`config.mk`:
```
export PLATFORM = sky130hd
export DESIGN_NAME = hdb3_pat_rot_match
export DESIGN_NICKNAME = d
export VERILOG_FILES = /design/src/rtl/hdb3_pkg.sv /design/src/rtl/hdb3_pat_rot_match.sv
export SDC_FILE = /design/constraint.sdc
export NUM_CORES = 1
export LEC_CHECK = 0
export CAP_MARGIN = 25
export CORE_MARGIN = 5
export CORE_UTILIZATION = 45
export DETAILED_ROUTE_END_ITERATION = 16
export GPL_TIMING_DRIVEN = 0
export PLACE_DENSITY = 0.72
export SYNTH_ARGS = -nofsm -noshare
export SYNTH_HDL_FRONTEND = slang
export SYNTH_SLANG_ARGS = --single-unit
```
`constraint.sdc`:
```
create_clock -name vclk -period 4.15
set_input_delay 0.83 -clock vclk [all_inputs]
set_output_delay 0.83 -clock vclk [all_outputs]
set_load 0.01 [all_outputs]
```
`src/rtl/hdb3_pkg.sv`:
```
// hdb3_pkg: constants and types shared by the HDB3 test-pattern generator and checker.
package hdb3_pkg;
    localparam logic [31:0] TEST_PATTERN = 32'hB00C_200B;
    localparam int CNT_W  = 32;
    localparam int SLIP_W = 8;
    typedef enum logic [1:0] {HUNT, VERIFY, LOCKED} state_t;
endpackage

```
`src/rtl/hdb3_pat_rot_match.sv`:
```
// hdb3_pat_rot_match: compares a 32-bit window against all 32 rotations of the pattern.
module hdb3_pat_rot_match
    import hdb3_pkg::*;
#(
    parameter logic [31:0] PATTERN = TEST_PATTERN
) (
    input  logic [31:0] w,
    output logic        hit,
    output logic [4:0]  k
);
    logic [31:0] match;
    for (genvar i = 0; i < 32; i++) begin : g_rot
        localparam logic [63:0] PP = {PATTERN, PATTERN} << i;
        assign match[i] = (w == PP[63:32]);
    end
    // rotations are distinct, so at most one bit of match is set and OR-ing indices is exact
    always_comb begin
        k = 5'd0;
        for (int j = 0; j < 32; j++) k = k | (match[j] ? 5'(j) : 5'd0);
    end
    assign hit = |match;
endmodule

```
==> run_1/gates.png <==
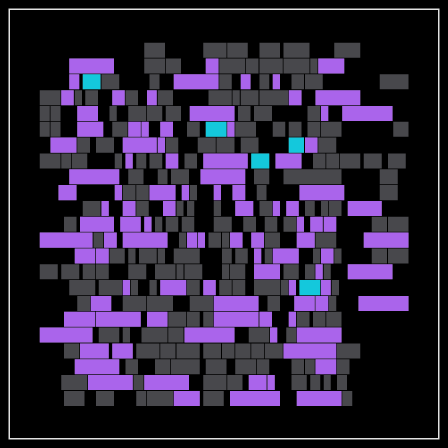
purple -> nor cells  # cells 100, most used nor2_1
cyan -> non-inverting ao/oa cells  # cells 5, most used a41o_1

==> run_1/pinout.png <==
The bar under the picture is 20 µm long. Pins as bars across the die edge, other pins in gray.
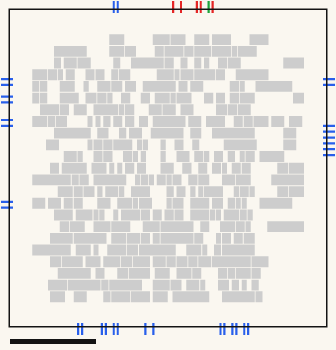
blue -> w  # pins 32, direction input, edge 14 bottom, 8 left, 8 right, 2 top
red -> k  # pins 5, direction output, edge top
green -> hit  # pins 1, direction output, edge top
all pins by edge = 14 bottom, 8 top, 8 left, 8 right

==> run summary <==
fresh numbers from the pnr run: startpoint types=primary input, Area leader share=between 9 and 10%, Initial Util=between 40% and 50%, post-route setup slack=-35.6 ps, Final nets=around 330, Register Area=0 µm², Cell area leaders=nand4_1, nor4_1, nor4bb_1, nand2_1, nor2_1, final instance area=approximately 0.0026 mm², Top Metal Used=met4, cell type with the largest total area=nand4_1, Final Hold Vio Count=0, Pre-antenna DRT Iters=5, status=complete, but fails checks, vias post-DR=between 2,000 and 3,000, PD cells=61.7 mW/mm², Crit-path slowest cell=clkdlybuf4s50_1, # setup viols final=1, failing checks=setup timing, routability cong.=just over 1, Crit. End Element=output pin, clock buffer count=0, crit-path cells=clkdlybuf4s50_1, buf_4, nor4_4, buf_4, nand4_1, nor2_2, o21ai_1, and4_4, nand3_1, clkdlybuf4s50_1, total tool warning count=35, Final Max Tran Viols=0, Crit path depth=10, Inst Count DP=~340, Met3 Routed Length=between 1000 and 1500 µm, Worst VDD drop=0.0502 mV, setup TNS=-35.6 ps, largest net degree at the start of global routing=11, ANT cells=0, Overall Global Routing Usage=between 30% and 40%, average size of a mapped cell=6.96 µm², CP Max Fanout=10, Yosys cell types=54, slowest stage delay, CP=~530 ps, most numerous cell in the Yosys netlist=nand4_1, vias in the first global route=2,559
==> run_1/route_heat.png <==
15 x 15 tiles, from white (low) to dark blue (high), scaled to the fullest tile. Values are wire area over tile area, all layers added.
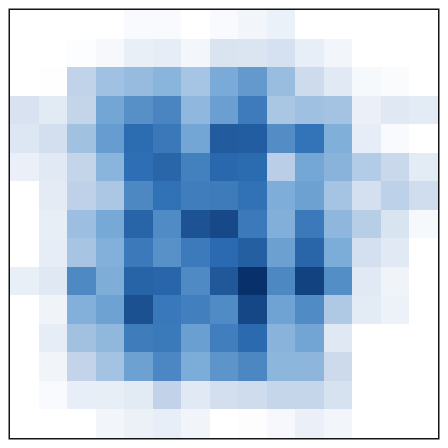
densest ninth of the die = middle
tiles over half the peak = 30%
fullest tile = 0.92
mean over tiles = 0.29
nearly empty tiles = 21%

run 1: cell families after synthesis:
group | count (synthesis) | synth area share, %
AND-OR/OR-AND | 16 | 7.85
AND/OR/NAND/NOR | 216 | 83.1
buffers and inverters | 29 | 9.09
run 1: layout by cell type (no fill, tap or decap), drive strengths merged, types with 2 or more instances in the layout:
| cell | synthesis | layout |
|---|---|---|
| nand3 | 9 | 9 |
| nand2b | 9 | 9 |
| o21ai | 2 | 2 |
| nor4bb | 11 | 11 |
| a2111oi | 3 | 3 |
| nand4b | 7 | 7 |
| nor3 | 8 | 8 |
| and4bb | 4 | 4 |
| a41o | 2 | 2 |
| dlygate4sd2 | 0 | 8 |
| dlymetal6s2s | 0 | 5 |
| clkbuf | 4 | 6 |
| buf | 22 | 29 |
| inv | 3 | 3 |
| a21oi | 2 | 2 |
| nor2b | 11 | 11 |
| and4 | 3 | 3 |
| or2 | 3 | 3 |
| nor2 | 24 | 24 |
| clkdlybuf4s50 | 0 | 11 |
| and4b | 9 | 9 |
| nor4 | 37 | 37 |
| nand4bb | 3 | 3 |
| nand2 | 27 | 27 |
| nand4 | 30 | 30 |
| and2b | 2 | 2 |
| nor4b | 9 | 9 |
| nand3b | 2 | 2 |
| and3 | 3 | 3 |
run 1: report_power, final:
part	switching (W)	internal, W	total, W
combinational	0.0000999	0.0000633	0.000163
clock	0	0	0
sequential	0	0	0
run 1: final cells by class:
type	instances	area, µm²
fillers	337	1330
multi-input cells	232	2070
well taps	50	62.6
repair buffers	33	314
plain buffers	26	185
inverters	3	11.3
run 1: worst min-delay path: stages:
cell and delay [ps]:
clkbuf_8 160, nand4_1 110, nor2_2 200, a2111oi_4 120, nand4_2 60, dlymetal6s2s_1 150
Power figures rest on the tool's default switching activity, not on a simulated workload.
